**Run 1: met1 routing**

Supply wires on this layer in grey.
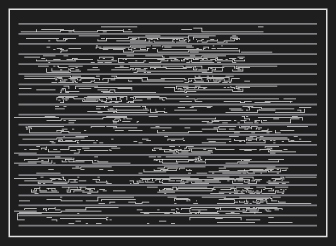
**Run 1: met2 routing**

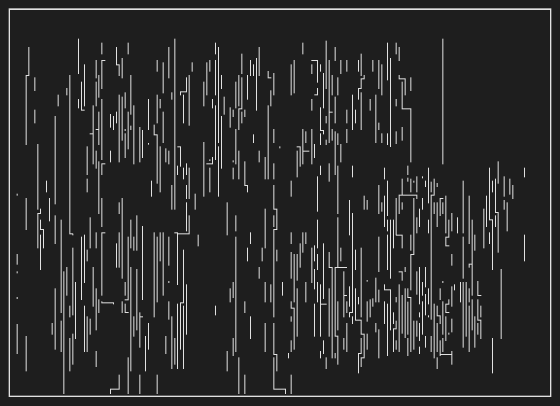
**Run 1: signal wires on met3**

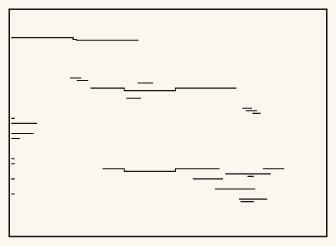
<file path="config.mk">
export PLATFORM = sky130hd
export DESIGN_NAME = fabosc_reset_tick_sequencer
export DESIGN_NICKNAME = d
export VERILOG_FILES = /design/src/rtl/fabosc_seq_pkg.sv /design/src/rtl/fabosc_tick_gen.sv /design/src/rtl/fabosc_reset_tick_sequencer.sv
export SDC_FILE = /design/constraint.sdc
export NUM_CORES = 1
export LEC_CHECK = 0
export ABC_AREA = 1
export CAP_MARGIN = 20
export CORE_ASPECT_RATIO = 0.7
export CORE_MARGIN = 2
export CORE_UTILIZATION = 55
export DETAILED_ROUTE_END_ITERATION = 8
export PLACE_DENSITY = 0.73
export SYNTH_ARGS = -nofsm -noshare
export SYNTH_HDL_FRONTEND = slang
export SYNTH_SLANG_ARGS = --single-unit
</file>
<file path="constraint.sdc">
create_clock -name CLK -period 3.11 [get_ports CLK]
set_input_delay 0.4665 -clock CLK [delete_from_list [all_inputs] [get_ports CLK]]
set_output_delay 0.4665 -clock CLK [all_outputs]
set_load 0.02 [all_outputs]
</file>
<file path="src/rtl/fabosc_seq_pkg.sv">
// ============================================================================
// Module      : fabosc_seq_pkg
// Description : Shared state encoding, constants and counter-width helpers for
//               the fabric-oscillator reset/tick sequencer.
// Revision    : 1.0 - initial release
// ============================================================================
`default_nettype none

package fabosc_seq_pkg;

    typedef enum logic [1:0] {
        ST_WAIT_LOCK = 2'd0,
        ST_STRETCH   = 2'd1,
        ST_RUN       = 2'd2,
        ST_UNUSED    = 2'd3
    } state_t;

    localparam int US_PER_MS = 1000;

    // Width of a counter that must hold 0..n-1; never narrower than one bit.
    function automatic int cnt_width(input int n);
        return (n > 1) ? $clog2(n) : 1;
    endfunction

    function automatic int filt_cnt_width(input int lock_filter);
        return cnt_width(lock_filter);
    endfunction

    function automatic int str_cnt_width(input int stretch_cycles);
        return cnt_width(stretch_cycles);
    endfunction

    function automatic int us_cnt_width(input int clk_freq_hz);
        return cnt_width(clk_freq_hz / 1000000);
    endfunction

    function automatic int ms_cnt_width();
        return cnt_width(US_PER_MS);
    endfunction

endpackage

`default_nettype wire

</file>
<file path="src/rtl/fabosc_tick_gen.sv">
// ============================================================================
// Module      : fabosc_tick_gen
// Description : 1 us / 1 ms clock-enable dividers, active only while enabled;
//               optional heartbeat output when FABOSC_HEARTBEAT_EN is defined.
// Revision    : 1.0 - initial release
// ============================================================================
`default_nettype none

module fabosc_tick_gen
    import fabosc_seq_pkg::*;
#(
    parameter int US_DIV = 50
`ifdef FABOSC_HEARTBEAT_EN
    ,
    parameter int HB_MS  = 500
`endif
) (
    input  logic clk,
    input  logic rst_n,
    input  logic enable,
    output logic tick_1us,
    output logic tick_1ms
`ifdef FABOSC_HEARTBEAT_EN
    ,
    output logic heartbeat
`endif
);

    localparam int UW = cnt_width(US_DIV);
    localparam int MW = ms_cnt_width();

    logic [UW-1:0] us_cnt;
    logic [MW-1:0] ms_cnt;
    logic          run_q;
    logic          counting;
    logic          us_wrap;
    logic          ms_wrap;

    // Counting starts the cycle after RUN entry, so the first tick lands
    // exactly US_DIV cycles after FAB_RESET_N rises.
    assign counting = enable && run_q;
    assign us_wrap  = (us_cnt == UW'(US_DIV - 1));
    assign ms_wrap  = (ms_cnt == MW'(US_PER_MS - 1));
    assign tick_1us = counting && us_wrap;
    assign tick_1ms = tick_1us && ms_wrap;

    always_ff @(posedge clk or negedge rst_n) begin
        if (!rst_n) begin
            run_q  <= 1'b0;
            us_cnt <= '0;
            ms_cnt <= '0;
        end else begin
            run_q <= enable;
            if (!enable) begin
                us_cnt <= '0;
                ms_cnt <= '0;
            end else if (counting) begin
                us_cnt <= us_wrap ? '0 : us_cnt + 1'b1;
                if (tick_1us) begin
                    ms_cnt <= ms_wrap ? '0 : ms_cnt + 1'b1;
                end
            end
        end
    end

`ifdef FABOSC_HEARTBEAT_EN
    localparam int HW = cnt_width(HB_MS);

    logic [HW-1:0] hb_cnt;
    logic          hb;

    always_ff @(posedge clk or negedge rst_n) begin
        if (!rst_n) begin
            hb_cnt <= '0;
            hb     <= 1'b0;
        end else if (!enable) begin
            hb_cnt <= '0;
            hb     <= 1'b0;
        end else if (tick_1ms) begin
            if (hb_cnt == HW'(HB_MS - 1)) begin
                hb_cnt <= '0;
                hb     <= ~hb;
            end else begin
                hb_cnt <= hb_cnt + 1'b1;
            end
        end
    end

    // Gated so the output drops on the same edge that leaves RUN.
    assign heartbeat = hb && enable;
`endif

endmodule

`default_nettype wire

</file>
<file path="src/rtl/fabosc_reset_tick_sequencer.sv">
// ============================================================================
// Module      : fabosc_reset_tick_sequencer
// Description : Qualifies CCC lock, sequences FAB_RESET_N and gates the shared
//               1 us / 1 ms ticks to RUN. Optional macro: FABOSC_HEARTBEAT_EN.
// Revision    : 1.0 - initial release
// ============================================================================
`default_nettype none

module fabosc_reset_tick_sequencer
    import fabosc_seq_pkg::*;
#(
    parameter int CLK_FREQ_HZ    = 50000000,
    parameter int LOCK_FILTER    = 16,
    parameter int STRETCH_CYCLES = 1024
`ifdef FABOSC_HEARTBEAT_EN
    ,
    parameter int HB_MS          = 500
`endif
) (
    input  logic       CLK,
    input  logic       RESETN,
    input  logic       CCC_LOCK,
    input  logic       SW_RESET_REQ,
    output logic       FAB_RESET_N,
    output logic       READY,
    output logic       TICK_1US,
    output logic       TICK_1MS,
    output logic [1:0] STATE,
    output logic [7:0] LOCK_LOSS_CNT
`ifdef FABOSC_HEARTBEAT_EN
    ,
    output logic       HEARTBEAT
`endif
);

    localparam int FW     = filt_cnt_width(LOCK_FILTER);
    localparam int STW    = str_cnt_width(STRETCH_CYCLES);
    localparam int US_DIV = CLK_FREQ_HZ / 1000000;

    state_t          state;
    state_t          state_nx;
    logic            sync_ff;
    logic            lock_s;
    logic [FW-1:0]   filt_cnt;
    logic [FW-1:0]   filt_nx;
    logic [STW-1:0]  str_cnt;
    logic [STW-1:0]  str_nx;
    logic [7:0]      loss_cnt;
    logic [7:0]      loss_nx;
    logic            loss_inc;
    logic            fab_rst_n_q;
    logic            ready_q;
    logic            run_en;

    always_ff @(posedge CLK or negedge RESETN) begin
        if (!RESETN) begin
            sync_ff     <= 1'b0;
            lock_s      <= 1'b0;
            state       <= ST_WAIT_LOCK;
            filt_cnt    <= '0;
            str_cnt     <= '0;
            loss_cnt    <= 8'd0;
            fab_rst_n_q <= 1'b0;
            ready_q     <= 1'b0;
        end else begin
            sync_ff     <= CCC_LOCK;
            lock_s      <= sync_ff;
            state       <= state_nx;
            filt_cnt    <= filt_nx;
            str_cnt     <= str_nx;
            loss_cnt    <= loss_nx;
            fab_rst_n_q <= (state_nx == ST_RUN);
            ready_q     <= (state_nx == ST_RUN);
        end
    end

    // Lock loss outranks a software request so a coincident pair counts once.
    always_comb begin
        state_nx = state;
        filt_nx  = filt_cnt;
        str_nx   = str_cnt;
        loss_inc = 1'b0;
        case (state)
            ST_WAIT_LOCK: begin
                if (!lock_s || SW_RESET_REQ) begin
                    filt_nx = '0;
                end else if (filt_cnt == FW'(LOCK_FILTER - 1)) begin
                    state_nx = ST_STRETCH;
                    filt_nx  = '0;
                    str_nx   = '0;
                end else begin
                    filt_nx = filt_cnt + 1'b1;
                end
            end
            ST_STRETCH: begin
                if (!lock_s) begin
                    state_nx = ST_WAIT_LOCK;
                    loss_inc = 1'b1;
                end else if (SW_RESET_REQ) begin
                    state_nx = ST_WAIT_LOCK;
                end else if (str_cnt == STW'(STRETCH_CYCLES - 1)) begin
                    state_nx = ST_RUN;
                end else begin
                    str_nx = str_cnt + 1'b1;
                end
            end
            ST_RUN: begin
                if (!lock_s) begin
                    state_nx = ST_WAIT_LOCK;
                    loss_inc = 1'b1;
                end else if (SW_RESET_REQ) begin
                    state_nx = ST_WAIT_LOCK;
                end
            end
            default: begin
                state_nx = ST_WAIT_LOCK;
                filt_nx  = '0;
            end
        endcase
        loss_nx = (loss_inc && (loss_cnt != 8'hFF)) ? loss_cnt + 8'd1 : loss_cnt;
    end

    assign run_en        = (state == ST_RUN);
    assign FAB_RESET_N   = fab_rst_n_q;
    assign READY         = ready_q;
    assign STATE         = state;
    assign LOCK_LOSS_CNT = loss_cnt;

    fabosc_tick_gen #(
        .US_DIV    (US_DIV)
`ifdef FABOSC_HEARTBEAT_EN
        ,
        .HB_MS     (HB_MS)
`endif
    ) u_tick_gen (
        .clk       (CLK),
        .rst_n     (RESETN),
        .enable    (run_en),
        .tick_1us  (TICK_1US),
        .tick_1ms  (TICK_1MS)
`ifdef FABOSC_HEARTBEAT_EN
        ,
        .heartbeat (HEARTBEAT)
`endif
    );

endmodule

`default_nettype wire

</file>
==> notes.md, run 1 <==
yosys + openroad results -> Main area contributors dfrtp_1 43%, nand2_1 14%, nand3_1 7.3%, post-synthesis cell area 0.00254 mm2, ys flop type dfrtp_1, sequential share of cell area 0.384, hold buffer count at cts 0, Top cell excl fill/tap nand2_1, first drt pass iteration count 4, fin crit period 2670 ps, CP cell instances ha_1 -> nand2_1 -> nor3_1 -> nand4_1 -> nor3_1 -> clkdlybuf4s50_1, Total Power 984 uW, Worst-Margin Slew 473 ps, Yosys reg bits 44, Max-cap violations 0, flip-flops with a built-in enable 0, Worst Hold Class input pin to async pin, fin area 0.00287 mm2, clock skew 7.60 ps, Leading cell kind multi-input combinational cells, Avg Cell Area, Syn 7.51 um2, Tapcells 55, Leak 1.40 nW, setup bufs post-CTS 0, vias per cell 5.21, Post-DRT Antenna Nets 0, routed wl met2 2070 um, top post-synthesis cells by count 94 x nand2_1, 48 x inv_1, 44 x dfrtp_1, mux share 0.00394, nets@finish 373, yosys xor share 0.0448, Flop area 0.00110 mm2, Place WS 809 ps, clock latency at the later pin of the worst-skew pair 300 ps, Hold Worst Slack 24.8 ps, CP max FO 5, seq_cells 44, maximum root-to-sink buffer count 2, DRC viols 0, Largest delay share family, worst path simple AND/OR/NAND/NOR gates, top layer in use met4, Setup crit end kind primary output, vias in the first global route 1913, relative slew slack 0.685, Logic area 0.00123 mm2, Non-clock buffers, area share 0.0672, final hold vios 0, Compound-Gate Fraction of Synth Area 0.0710, number of non-clock buffers 19, clock buffer count 7, R2R Setup Slk 1300 ps, WL per Instance 12.0 um, post_cts resized 0, routability cong. 0.844, diodes inserted 0, Die Span Y 60.8 um, RSZ-0062 raised after global routing false, Rows 20, fmax 0.375 GHz, adder share 0.0493, dpl cell area 0.00275 mm2, Chip Area 0.00518 mm2, first-pass GRT wire length 8650 um, global-route usage over all layers 0.212, root buffer cell clkbuf_8, Power Dens Cells 343 mW/mm2, routed wl met3 193 um, Post-DP HPWL 3520 um, status completed, reg2reg start STATE[1], Critical Path Sink TICK_1MS, CTS buffer count 5, Mapped Cells 338, # fillers 382, syn nets 352, Area leader share 0.434, Setup crit start u_tick_gen.ms_cnt[0], IO buf count 17, largest net degree at the start of global routing 45, Levels on crit path 6, r2r endpoint LOCK_LOSS_CNT[3], core utilization at floorplan 0.580, synth-to-layout area growth 12.9%, total number of H-tree levels 2, Die X 85.2 um, most frequent cells in the layout 94 x nand2_1, 48 x inv_1, 44 x dfrtp_1, # setup viols final 0, reg2reg path depth 9, First DRT Iteration DRCs 132, met1 Resource Use GR 0.303, clock slew at reported path FFs 80 ps, Log Warnings 30, Placed Instances 406, Final Util 0.654, CTS tree done, yosys cell count 338, CP required 2640 ps, Critical Path Slowest Stage Cell clkdlybuf4s50_1, Clock Sinks 44, Setup TNS 0 ps, Yosys chip area 0.00254 mm2, crit path buf inv count 1
-- 'met1 routing' (at the start) --
nets with wire on the layer: 348
share of all routed wire: 54%
wire length on this layer: 2660 um

-- 'met2 routing' (at the start) --
wire length on this layer: 2070 um
share of all routed wire: 42%
longest straight run: 26.9 um
WL final: 4960 um
Via Count: 2159
GRT met2 Usage: 0.325

-- 'signal wires on met3' (at the start) --
main direction: horizontal
nets with wire on the layer: 21
wire length on this layer: 194 um
share of all routed wire: 3.9%
met3 Usage GRT: 0.0503

[run 1: registers in the layout (all words and copies together) (netlist names), 2 cells and up]
name and flops:
u_tick_gen.us_cnt 6, str_cnt 10, filt_cnt 4, LOCK_LOSS_CNT 8, STATE 2, u_tick_gen.ms_cnt 10
[run 1: where the power goes]
| part | total, mW | switching, mW | leakage (nW) | internal [mW] |
|---|---|---|---|---|
| Clock | 0.386 | 0.189 | 0.0503 | 0.198 |
| Sequential | 0.576 | 0.00150 | 0.609 | 0.574 |
| Combinational | 0.0217 | 0.0146 | 0.739 | 0.00703 |
| Total | 0.984 | 0.205 | 1.40 | 0.779 |
==> run 2, diff against run 1 <==
- ABC_AREA: 1 -> default
- CTS_CLUSTER_DIAMETER: default -> 60
- PLACE_DENSITY: 0.73 -> 0.74
**Run 2: met1 routing**

Supply wires on this layer in grey.
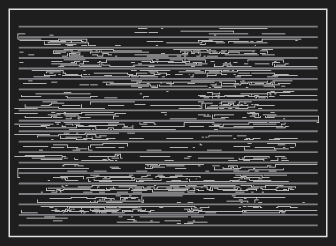
longest straight run: 40.0 um
share of all routed wire: 55%
main direction: horizontal
nets with wire on the layer: 245
wire length on this layer: 2570 um
WL final: 4640 um
met1 Resource Use GR: 0.358
Via Count: 1867

==> notes.md, run 2 <==
yosys + openroad results -> R2R Setup Slk 830 ps, Worst-Margin Slew 939 ps, most frequent cells in the layout 44 x dfrtp_1, 21 x nand2_1, 20 x o21ai_0, routed wl met2 1830 um, Die X 82.2 um, diodes inserted 0, vias per cell 6.04, post_cts resized 0, total number of H-tree levels 2, sequential share of power 0.594, Avg Cell Area, Syn 10.0 um2, Leak 1.09 nW, CTS buffer count 5, fin crit period 2860 ps, Tapcells 52, Log Warnings 30, Leading cell kind multi-input combinational cells, First DRT Iteration DRCs 114, maximum root-to-sink buffer count 2, Place WS 601 ps, Yosys chip area 0.00235 mm2, # setup viols final 0, Area leader share 0.468, Levels on crit path 5, CP cell instances ha_1 -> nand4b_1 -> or4_1 -> nor3_1 -> clkdlybuf4s50_1, Worst Hold Class input pin to async pin, routed wl met3 182 um, nets@finish 270, CTS tree done, Final Util 0.660, crit path buf inv count 1, clock buffer count 8, Chip Area 0.00483 mm2, reg2reg start STATE[0], Clock Sinks 44, number of non-clock buffers 19, IO buf count 17, vias in the first global route 1749, post-synthesis cell area 0.00235 mm2, reg2reg path depth 6, synth-to-layout area growth 12.6%, # fillers 317, final hold vios 0, Placed Instances 301, Setup crit start u_tick_gen.ms_cnt[0], root buffer cell clkbuf_8, Main area contributors dfrtp_1 47%, ha_1 5.3%, o21ai_0 4.3%, yosys cell count 235, Yosys reg bits 44, top post-synthesis cells by count 44 x dfrtp_1, 21 x nand2_1, 20 x o21ai_0, Total Power 970 uW, Clk power 373 uW, routability cong. 0.830, CP required 2640 ps, relative slew slack 0.374, Critical Path Slowest Stage Cell clkdlybuf4s50_1, first drt pass iteration count 4, clock slew at reported path FFs 80 ps, fin area 0.00265 mm2, Net Sw Frac 0.215, CP max FO 5, clock skew 6.51 ps, met3 Usage GRT 0.0506, P_seq 576 uW, Flop area 0.00110 mm2, clock share of power 0.385, GRT met2 Usage 0.305, status completed, setup bufs post-CTS 0, Die Span Y 58.7 um, WL per Instance 15.0 um, Rows 19, Max-cap violations 0, dpl cell area 0.00256 mm2, hold buffer count at cts 0, Max power group registers, Comb. pwr 21.0 uW, largest net degree at the start of global routing 45, Logic area 0.00118 mm2, Combinational Power Share 0.022, seq_cells 44, core utilization at floorplan 0.586, Hold Worst Slack 302 ps, internal power 761 uW, sequential share of cell area 0.415, Setup crit end kind primary output, RSZ-0062 raised after global routing false
==> run 2: cell types whose count changed after synthesis, moves of 4 or more <==
| cell | delta |
|---|---|
| o21ai_0 | -6 |
| xor2_1 | -4 |
| nand2_1 | -73 |
| nand3_1 | -22 |
| inv_1 | -40 |
| nor2_1 | -22 |
| a21oi_1 | +12 |
| or3_1 | +4 |
| o31ai_1 | +10 |
| or4_1 | +9 |
==> run 2: cells by family (layout without fill, tap and decap cells) <==
family	Yosys count	in the layout	synth area share
adder cells (fa/ha/maj)	10	10	0.0532
XOR/XNOR	10	10	0.0372
multiplexers	1	1	0.00478
flip-flops	44	44	0.468
AND/OR/NAND/NOR	89	89	0.223
buffers and inverters	13	35	0.0292
AND-OR/OR-AND	68	68	0.184
Power is estimated from default activity; no workload was simulated.
